`src/rtl/hdmi_config_sequencer.sv`:
```
// HDMI transmitter configuration sequencer: walks a fixed register table
// through an I2C controller, with NACK/timeout retry and hot-plug replay.
module hdmi_config_sequencer #(
  parameter logic [7:0]  SLAVE_ADDR    = 8'h72,
  parameter int unsigned NUM_REGS      = 8,
  parameter int unsigned POWERUP_DELAY = 100,
  parameter int unsigned GAP_CYCLES    = 4,
  parameter int unsigned TIMEOUT       = 255,
  parameter int unsigned MAX_RETRIES   = 3
) (
  input  logic        clock_100khz,
  input  logic        reset,
  input  logic        hpd,
  input  logic        i2c_stop,
  input  logic        i2c_ack,
  output logic        i2c_start,
  output logic [15:0] register_data,
  output logic [7:0]  slave_address,
  output logic [2:0]  reg_index,
  output logic        config_done,
  output logic        config_error
);

  typedef enum logic [2:0] {
    S_DELAY,
    S_LOAD,
    S_START,
    S_WAIT,
    S_CHECK,
    S_GAP,
    S_DONE,
    S_ERROR
  } state_t;

  localparam logic [15:0] L_DLY_END = 16'(POWERUP_DELAY - 1);
  localparam logic [15:0] L_GAP_END = 16'(GAP_CYCLES - 1);
  localparam logic [15:0] L_TMO_END = 16'(TIMEOUT - 1);
  localparam logic [3:0]  L_MAX_TRY = 4'(MAX_RETRIES);
  localparam logic [2:0]  L_LAST    = 3'(NUM_REGS - 1);

  state_t      r_state;
  logic [15:0] r_cnt;
  logic [15:0] r_timer;
  logic [3:0]  r_retry;
  logic        r_nack;
  logic        r_tmo;
  logic        r_hpd_q;
  logic        r_hpd_pend;
  logic        r_start;
  logic [15:0] r_data;
  logic [7:0]  r_addr;
  logic [2:0]  r_idx;
  logic        r_done;
  logic        r_error;

  logic [15:0] w_entry;
  logic        w_hpd_rise;
  logic        w_fail;
  logic [3:0]  w_retry_nxt;

  always_comb begin
    w_entry = 16'h0000;
    case (r_idx)
      3'd0: w_entry = 16'h4110;
      3'd1: w_entry = 16'h9803;
      3'd2: w_entry = 16'h9AE0;
      3'd3: w_entry = 16'h9C30;
      3'd4: w_entry = 16'h9D61;
      3'd5: w_entry = 16'hA2A4;
      3'd6: w_entry = 16'hA3A4;
      3'd7: w_entry = 16'hAF06;
      default: w_entry = 16'h0000;
    endcase
  end

  assign w_hpd_rise  = hpd & ~r_hpd_q;
  assign w_fail      = r_nack | r_tmo;
  assign w_retry_nxt = r_retry + 4'd1;

  always_ff @(posedge clock_100khz) begin
    if (reset) begin
      r_state    <= S_DELAY;
      r_cnt      <= '0;
      r_timer    <= '0;
      r_retry    <= '0;
      r_nack     <= 1'b0;
      r_tmo      <= 1'b0;
      r_hpd_q    <= hpd;
      r_hpd_pend <= 1'b0;
      r_start    <= 1'b0;
      r_data     <= '0;
      r_addr     <= '0;
      r_idx      <= '0;
      r_done     <= 1'b0;
      r_error    <= 1'b0;
    end else begin
      r_hpd_q <= hpd;
      r_start <= 1'b0;
      // edges seen mid-sequence are replayed once the sequence settles
      if (w_hpd_rise)
        r_hpd_pend <= 1'b1;
      unique case (r_state)
        S_DELAY: begin
          if (r_cnt == L_DLY_END) begin
            r_cnt   <= '0;
            r_state <= S_LOAD;
          end else begin
            r_cnt <= r_cnt + 16'd1;
          end
        end
        S_LOAD: begin
          r_data  <= w_entry;
          r_addr  <= SLAVE_ADDR;
          r_nack  <= 1'b0;
          r_tmo   <= 1'b0;
          r_timer <= '0;
          r_start <= 1'b1;
          r_state <= S_START;
        end
        S_START: begin
          r_state <= S_WAIT;
        end
        S_WAIT: begin
          if (i2c_ack)
            r_nack <= 1'b1;
          if (!i2c_stop) begin
            r_state <= S_CHECK;
          end else if (r_timer == L_TMO_END) begin
            r_tmo   <= 1'b1;
            r_state <= S_CHECK;
          end else begin
            r_timer <= r_timer + 16'd1;
          end
        end
        S_CHECK: begin
          r_cnt <= '0;
          if (!w_fail) begin
            r_retry <= '0;
            if (r_idx == L_LAST) begin
              r_done  <= 1'b1;
              r_state <= S_DONE;
            end else begin
              r_idx   <= r_idx + 3'd1;
              r_state <= S_GAP;
            end
          end else begin
            r_retry <= w_retry_nxt;
            if (w_retry_nxt == L_MAX_TRY) begin
              r_error <= 1'b1;
              r_state <= S_ERROR;
            end else begin
              r_state <= S_GAP;
            end
          end
        end
        S_GAP: begin
          if (r_cnt == L_GAP_END) begin
            r_cnt   <= '0;
            r_state <= S_LOAD;
          end else begin
            r_cnt <= r_cnt + 16'd1;
          end
        end
        S_DONE, S_ERROR: begin
          if (w_hpd_rise || r_hpd_pend) begin
            r_done     <= 1'b0;
            r_error    <= 1'b0;
            r_idx      <= '0;
            r_retry    <= '0;
            r_cnt      <= '0;
            r_hpd_pend <= 1'b0;
            r_state    <= S_DELAY;
          end
        end
      endcase
    end
  end

  assign i2c_start     = r_start;
  assign register_data = r_data;
  assign slave_address = r_addr;
  assign reg_index     = r_idx;
  assign config_done   = r_done;
  assign config_error  = r_error;

endmodule

```
`config.mk`:
```
export PLATFORM = sky130hd
export DESIGN_NAME = hdmi_config_sequencer
export DESIGN_NICKNAME = d
export VERILOG_FILES = /design/src/rtl/hdmi_config_sequencer.sv
export SDC_FILE = /design/constraint.sdc
export NUM_CORES = 1
export LEC_CHECK = 0
export CAP_MARGIN = 20
export CELL_PAD_IN_SITES_DETAIL_PLACEMENT = 1
export CELL_PAD_IN_SITES_GLOBAL_PLACEMENT = 1
export CORE_MARGIN = 2
export CORE_UTILIZATION = 42
export DETAILED_ROUTE_END_ITERATION = 10
export GPL_TIMING_DRIVEN = 0
export PLACE_DENSITY = 0.82
export SLEW_MARGIN = 10
export SYNTH_ARGS = -nofsm -noshare
export SYNTH_HDL_FRONTEND = slang
export SYNTH_SLANG_ARGS = --single-unit
export TNS_END_PERCENT = 10
```
`constraint.sdc`:
```
create_clock -name clock_100khz -period 2.1 [get_ports clock_100khz]
set_input_delay 0.525 -clock clock_100khz [delete_from_list [all_inputs] [get_ports clock_100khz]]
set_output_delay 0.525 -clock clock_100khz [all_outputs]
set_load 0.005 [all_outputs]
```
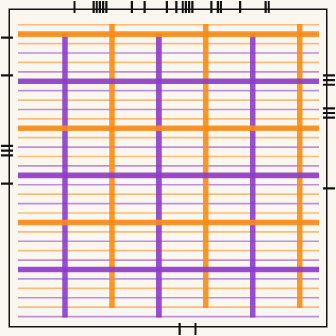
**Above:** supply network.
Pins as bars on the die edge.
orange -> VDD
purple -> VSS
rows = 31
met1 rails = 32

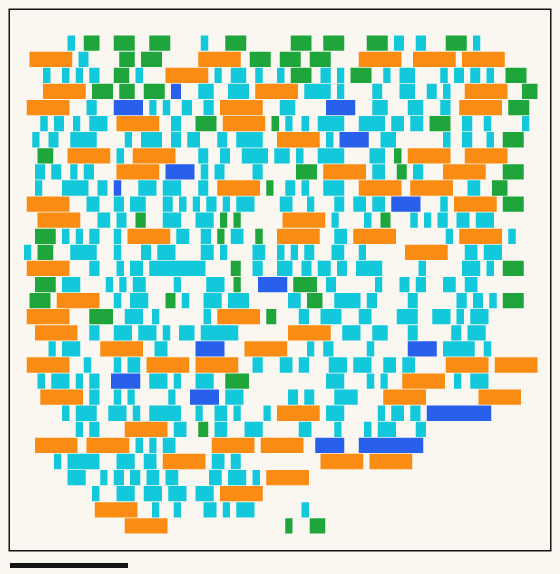
**Above:** cell classes on the final placement.
Bar = 20 um.
orange -> flip-flops  # cells 64, share of their area 34%
blue -> clock drivers and dummy loads  # cells 15, share of their area 5.9%
green -> other buffers and delay cells  # cells 57, share of their area 12%
cyan -> all other logic  # cells 294, share of their area 48%

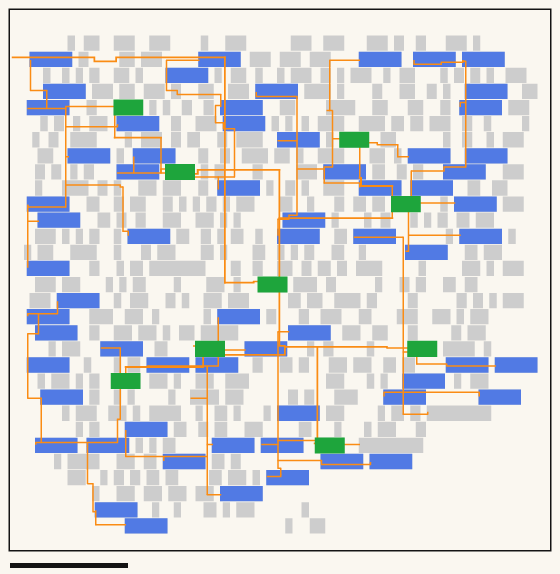
**Above:** routed clock nets over the placement.
Bar = 20 um.
orange -> clock wires  # length 893 um
green -> cells driving clock nets  # count 9
blue -> flip-flops  # count 64
flops lie = spread over the die
routed clock nets = 10

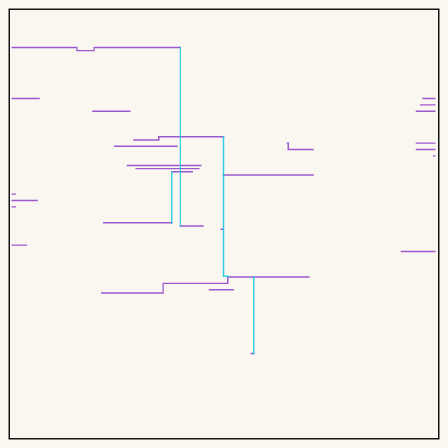
**Above:** routed metal, one colour a layer.
Two of the layers only.
cyan -> met4  # wire length 96.1 um
purple -> met3  # wire length 250 um

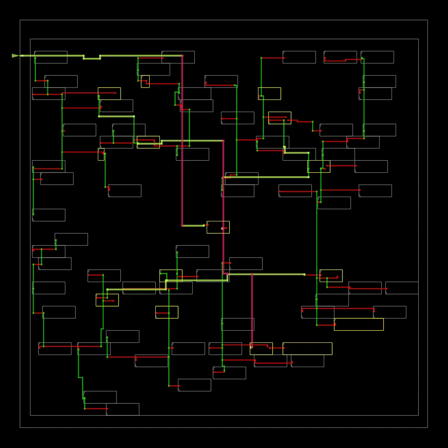
**Above:** the clock network.
P_clk: 1.19 mW
clock skew: 0.00978 ns
flop count: 64
Num CTS Buffers: 9

==> GITHUB_STEP_SUMMARY <==
### Metrics collected by this job

| Metric | Value |
|---|---|
| Ao+oa area frac | `a little under an eighth` |
| Die width | `around 90 um` |
| Share of cells above drive strength 1 | `roughly a tenth` |
| Port Buffers | `28` |
| Crit end category | `output port` |
| Status | `completed` |
| Yosys Warn Count | `0` |
| Slowest Stage Delay on Critical Path | `0.58 ns` |
| Crit path buffers/inverters | `1` |
| Post-CTS Setup Inserts | `0` |
| Ys flops | `between 60 and 70` |
| Die Ht | `slightly above 90 um` |
| Number of non-clock inverters in the layout | `8` |
| CP max FO | `8` |
| EDFF count, synth | `0` |
| Skew-Pair Late Insertion Delay | `approximately 0.34 ns` |
| Fp util | `43.7%` |
| Vias | `2830` |
| Non-Filler Instances | `approximately 530` |
| Cell Chain, Critical Path | `clkdlybuf4s50_1` |
| Logic share of the area | `~45%` |
| Slowest CP cell | `clkdlybuf4s50_1` |
| Pre-CTS WS | `-0.370 ns` |
| Rows | `31` |
| CTS Sinks | `around 64` |
| N_taps | `99` |
| Buffers excl. clock | `about 57` |
| Post-Route Utilization | `52.6%` |
| Post-synth mux share | `less than 1%` |
| Dominant kind of cell by area | `combinational gates` |
| Clk slew on worst S/H paths | `roughly 0.070 ns` |
| P_leak | `between 1 and 1.5 nW` |
| Worst Path Required | `between 1.5 and 2 ns` |
| Comb gate area | `around 1700 um^2` |
| Final-layout clock buffer total | `12` |
| Final Max Slew Viols | `0` |
| CP arrival | `between 1 and 1.5 ns` |
| Tcrit/Tclk final | `a little over nine tenths` |
| Vias per cell | `~5.3` |
| Slew HR | `between 50% and 60%` |
| Dpl cells | `514` |
| Minimum clock period | `1.98 ns` |
| Comb area leader | `simple AND/OR/NAND/NOR gates` |
| Power per cell area | `649 nW/um^2` |
| Met1 Track Usage GR | `between 20% and 30%` |
| Critical setup path kind | `reg2out` |
| Die area | `between 8000 and 9000 um^2` |
| Log Warnings | `32` |
| Final worst slack | `~0.12 ns` |
| Synthesized chip area reported by yosys | `approximately 3200 um^2` |
## per-layer routing
layer / vias up / part of all wire (%)
met4: 0 / 1.2
met2: 34 / 48
li1: 1411 / -
met5: - / 0
met1: 1375 / 48
met3: 10 / 3.0
## power breakdown
part           internal (mW)  switching, mW  leakage (nW)
Clock                  0.726          0.467         0.112
Sequential              1.22        0.00539         0.516
Combinational         0.0343         0.0515         0.694
Total                   1.98          0.524          1.32
## Yosys cell counts (2+ instances only)
master / instances / area [um^2]
nand2_1: 28 / 105
nor2_1: 63 / 236
and4_1: 2 / 17.5
nor4b_2: 2 / 30.0
buf_6: 3 / 33.8
o221ai_1: 2 / 17.5
a21oi_1: 22 / 110
mux2i_1: 3 / 30.0
nand3_1: 14 / 70.1
nand4_1: 14 / 87.6
nor4_1: 3 / 18.8
dfxtp_1: 64 / 1280
or4b_1: 2 / 20.0
buf_4: 10 / 75.1
o2111ai_1: 2 / 17.5
buf_2: 6 / 30.0
and2_1: 3 / 18.8
nor3b_1: 2 / 15.0
o21ai_0: 10 / 50.1
nand3b_1: 3 / 22.5
o211ai_1: 3 / 22.5
or3_1: 3 / 18.8
clkbuf_1: 10 / 37.5
a211oi_1: 4 / 30.0
xor2_1: 18 / 158
nand2b_1: 7 / 43.8
inv_1: 8 / 30.0
nor2b_1: 4 / 25.0
ha_1: 11 / 138
nor3_1: 22 / 110
and3_1: 3 / 18.8
xnor2_1: 9 / 78.8
a31oi_1: 2 / 12.5
## path summary, 6_finish.rpt
kind,start,to,slack (ns),cells past startpoint
max reg2reg,r_cnt[0],r_cnt[2],0.13,7
min,register_data[14],register_data[14],0.46,2
max,reg_index[0],reg_index[0],0.12,1
min reg2reg,register_data[14],register_data[14],0.46,2
Power and IR drop assume default switching activity.
